## src/rtl/silife_grid_sync_master.sv

```systemverilog
// Sync strobe master for the inter-chip edge exchange: one WIDTH+1 pulse transfer per start, then drain.
// Optional drain watchdog enabled by defining SILIFE_SYNC_TIMEOUT_EN.
module silife_grid_sync_master #(
  parameter int WIDTH    = 32,
  parameter int EDGES    = 4,
  parameter int DIV_BITS = 4,
  parameter int SETTLE   = 4,
  parameter int TIMEOUT  = 255
) (
  input  logic                clk,
  input  logic                reset,
  input  logic                i_start,
  input  logic [DIV_BITS-1:0] i_half_period,
  input  logic [EDGES-1:0]    i_edges_busy,
  output logic                o_sync_clk_syn,
  output logic                o_sync_active_syn,
  output logic                o_busy,
  output logic                o_done,
  output logic                o_error
);

  typedef enum logic [2:0] {
    S_IDLE,
    S_SETUP,
    S_LOW,
    S_HIGH,
    S_DRAIN,
    S_DONE
  } state_t;

  localparam int PW = $clog2(WIDTH + 2);
  localparam int SW = $clog2(SETTLE + 1);
  localparam int CW = (DIV_BITS > SW) ? DIV_BITS : SW;

  state_t r_state;
  state_t w_next;

  logic [CW-1:0]       r_cnt;
  logic [DIV_BITS-1:0] r_hm1;
  logic [PW-1:0]       r_pulse;
  logic                r_sclk;
  logic                r_act;
  logic                r_busy;
  logic                r_done;

  logic [DIV_BITS-1:0] w_hm1_in;
  logic                w_lvl_end;
  logic                w_settled;
  logic                w_rx_idle;
  logic                w_last;
  logic                w_abort;
  logic                w_sclk_n;
  logic                w_act_n;
  logic                w_busy_n;
  logic                w_done_n;

  assign w_hm1_in  = (i_half_period < DIV_BITS'(3)) ?
                     DIV_BITS'(3) : i_half_period;
  assign w_lvl_end = (r_cnt == CW'(r_hm1));
  assign w_settled = (r_cnt == CW'(SETTLE - 1));
  assign w_rx_idle = (i_edges_busy == '0);
  assign w_last    = (r_pulse == PW'(WIDTH));

`ifdef SILIFE_SYNC_TIMEOUT_EN
  localparam int TW = $clog2(TIMEOUT + 1);

  logic [TW-1:0] r_wdog;
  logic          r_err;

  assign w_abort = w_settled && !w_rx_idle &&
                   (r_wdog == TW'(TIMEOUT));

  always_ff @(posedge clk or posedge reset) begin
    if (reset) begin
      r_wdog <= '0;
      r_err  <= 1'b0;
    end else begin
      if (r_state != S_DRAIN)
        r_wdog <= '0;
      else if (w_settled && !w_rx_idle && !w_abort)
        r_wdog <= r_wdog + TW'(1);
      r_err <= (w_next == S_DONE) && w_abort;
    end
  end

  assign o_error = r_err;
`else
  assign w_abort = 1'b0;
  assign o_error = 1'b0;
`endif

  always_ff @(posedge clk or posedge reset) begin
    if (reset) begin
      r_state <= S_IDLE;
      r_sclk  <= 1'b1;
      r_act   <= 1'b0;
      r_busy  <= 1'b0;
      r_done  <= 1'b0;
    end else begin
      r_state <= w_next;
      r_sclk  <= w_sclk_n;
      r_act   <= w_act_n;
      r_busy  <= w_busy_n;
      r_done  <= w_done_n;
    end
  end

  always_comb begin
    w_next = r_state;
    unique case (r_state)
      S_IDLE:  if (i_start) w_next = S_SETUP;
      S_SETUP: if (w_lvl_end) w_next = S_LOW;
      S_LOW:   if (w_lvl_end)
                 w_next = w_last ? S_DRAIN : S_HIGH;
      S_HIGH:  if (w_lvl_end) w_next = S_LOW;
      S_DRAIN: if (w_settled && (w_rx_idle || w_abort))
                 w_next = S_DONE;
      S_DONE:  w_next = S_IDLE;
      default: w_next = S_IDLE;
    endcase
  end

  always_comb begin
    w_sclk_n = (w_next != S_LOW);
    w_act_n  = (w_next == S_SETUP) || (w_next == S_LOW) ||
               (w_next == S_HIGH)  || (w_next == S_DRAIN);
    w_busy_n = (w_next != S_IDLE);
    w_done_n = (w_next == S_DONE);
  end

  always_ff @(posedge clk or posedge reset) begin
    if (reset) begin
      r_cnt   <= '0;
      r_hm1   <= '0;
      r_pulse <= '0;
    end else begin
      if (w_next != r_state)
        r_cnt <= '0;
      else if (r_state == S_DRAIN) begin
        if (!w_settled)
          r_cnt <= r_cnt + CW'(1);
      end else if (r_state != S_IDLE)
        r_cnt <= r_cnt + CW'(1);

      if (r_state == S_IDLE && i_start) begin
        r_hm1   <= w_hm1_in;
        r_pulse <= '0;
      end else if (r_state == S_LOW && w_lvl_end)
        r_pulse <= r_pulse + PW'(1);
    end
  end

  assign o_sync_clk_syn    = r_sclk;
  assign o_sync_active_syn = r_act;
  assign o_busy            = r_busy;
  assign o_done            = r_done;

endmodule

```

## config.mk

```make
export PLATFORM = sky130hd
export DESIGN_NAME = silife_grid_sync_master
export DESIGN_NICKNAME = d
export VERILOG_FILES = /design/src/rtl/silife_grid_sync_master.sv
export SDC_FILE = /design/constraint.sdc
export NUM_CORES = 1
export LEC_CHECK = 0
export ABC_AREA = 1
export CAP_MARGIN = 25
export CORE_MARGIN = 2
export CORE_UTILIZATION = 45
export DETAILED_ROUTE_END_ITERATION = 8
export HOLD_SLACK_MARGIN = 0.1
export PLACE_DENSITY = 0.8
export SLEW_MARGIN = 15
export SYNTH_ARGS = -nofsm -noshare
export SYNTH_HDL_FRONTEND = slang
export SYNTH_SLANG_ARGS = --single-unit
```

## constraint.sdc

```tcl
create_clock -name clk -period 1.65 [get_ports clk]
set_clock_uncertainty 0.1 [all_clocks]
set_input_delay 0.33 -clock clk [delete_from_list [all_inputs] [get_ports clk]]
set_output_delay 0.33 -clock clk [all_outputs]
set_load 0.01 [all_outputs]
```

Figure 1. PDN straps and rails.
Scale bar: 20 um. Pins as bars on the die edge. Tap cells in gray.
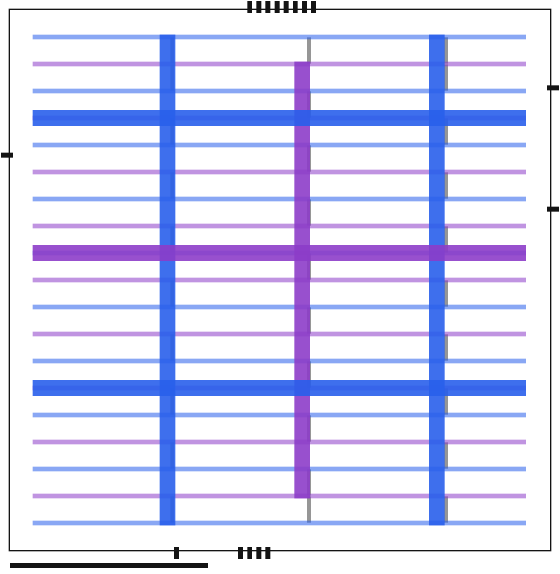
- VDD: purple
- VSS: blue
- met5 straps: 3
- met1 rails: 19
- met4 straps: 3
- signal pins: 16
- tap cells: 30

Figure 2. Cell classes on the final placement.
Scale bar: 20 um.
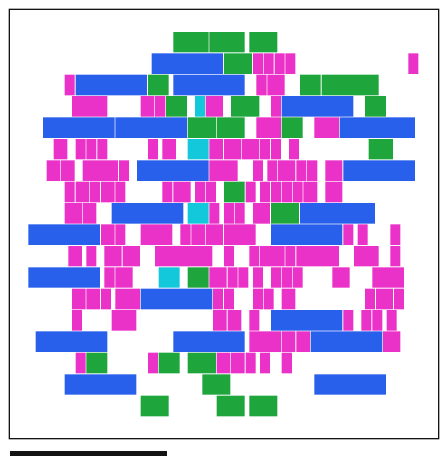
- combinational and other logic: magenta (cells 125; share of their area 45%)
- remaining buffers and delay cells: green (cells 24; share of their area 16%)
- clock drivers and dummy loads: cyan (cells 4; share of their area 1.8%)
- sequential cells: blue (cells 21; share of their area 37%)

Figure 3. Clock wires, drivers and flops.
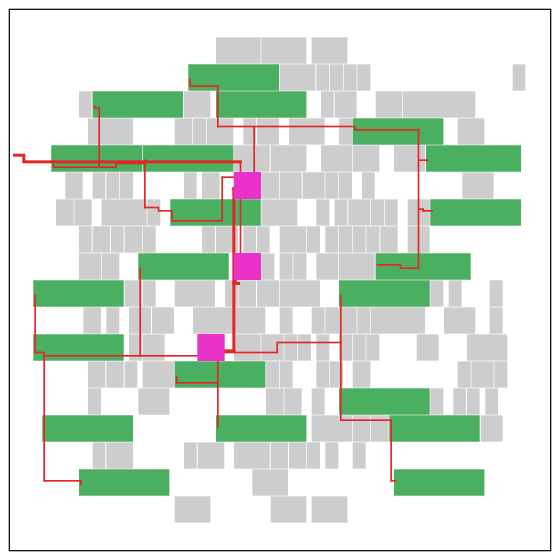
- clock wires: red (length 251 um)
- clock drivers: magenta (count 3)
- flip-flops: green (count 21)
- routed clock nets: 4

report_power, final:
| group | leakage (uW) | internal, uW | switching (uW) |
|---|---|---|---|
| registers | 0.000216 | 515 | 0 |
| logic | 0.000532 | 24.2 | 16.2 |
| clock network | 0.0000150 | 94.3 | 157 |
per-layer routing:
layer / vias up / track usage / wire length [um] / part of all wire
li1: 512 / - / - / -
met1: 487 / 0.2357 / 1039 / 0.43
met2: 13 / 0.3434 / 1324 / 0.54
met5: - / 0 / 0 / 0
met3: 3 / 0.03279 / 55 / 0.023
met4: 0 / 0.05000 / 16 / 0.0066
Yosys cell counts (all sizes together):
cell    count
a21oi       5
and3        1
buf         1
clkbuf      1
conb        1
dfrtp      20
dfstp       1
ha          3
inv        25
nand2      37
nand3       3
nand4       6
nor2       21
nor3        6
nor4        1
o21ai      10
xor2        5
==> summary.txt <==
impl run done, here's what came out: outcome=completed, max_cap viols=0, Max Fclk=~630 MHz, Reg clk slew, reported paths=around 120 ps, Finished Cell Area=~0.0015 mm^2, total chip power=roughly 800 uW, Logic cell area=559.3 um^2, total track usage=0.1914, and-or/or-and share of the synthesized area=0.06565, CTS HTree Levels=1, Place WS=-99.45 ps, Worst R2R End=r_cnt[3]$_DFFE_PP0P_, WS Path Type=flop to primary output, non-clock buffer total of the final layout=24, RSZ-0062 raised after global routing=yes, yosys stat area=around 0.0011 mm^2, fin cells=204, critical-path cell list=clkdlybuf4s50_1, grt total ovfl=0, drc violations=0, fp util=0.4702, Dominant comb cell=simple AND/OR/NAND/NOR gates, Wirelength per Cell=11.94 um, fraction of area in registers=0.3576, number of cells in Yosys stat=~150, vias=1015, io pins=16, Die W=between 50 and 60 um, Avg Cell Area, Syn=approximately 8 um^2, top cell category=multi-input combinational cells, CTS tree=built, Synth Register Bits=21, Yosys warning count=0, Syn Inst Count=around 150, ant diodes=0, # hold bufs at CTS=0, DRT iter0 DRCs=22, min Tclk post-route=around 1600 ps, DP HPWL=~1800 um
No activity file was given, so power comes from the tool's default toggle rates.
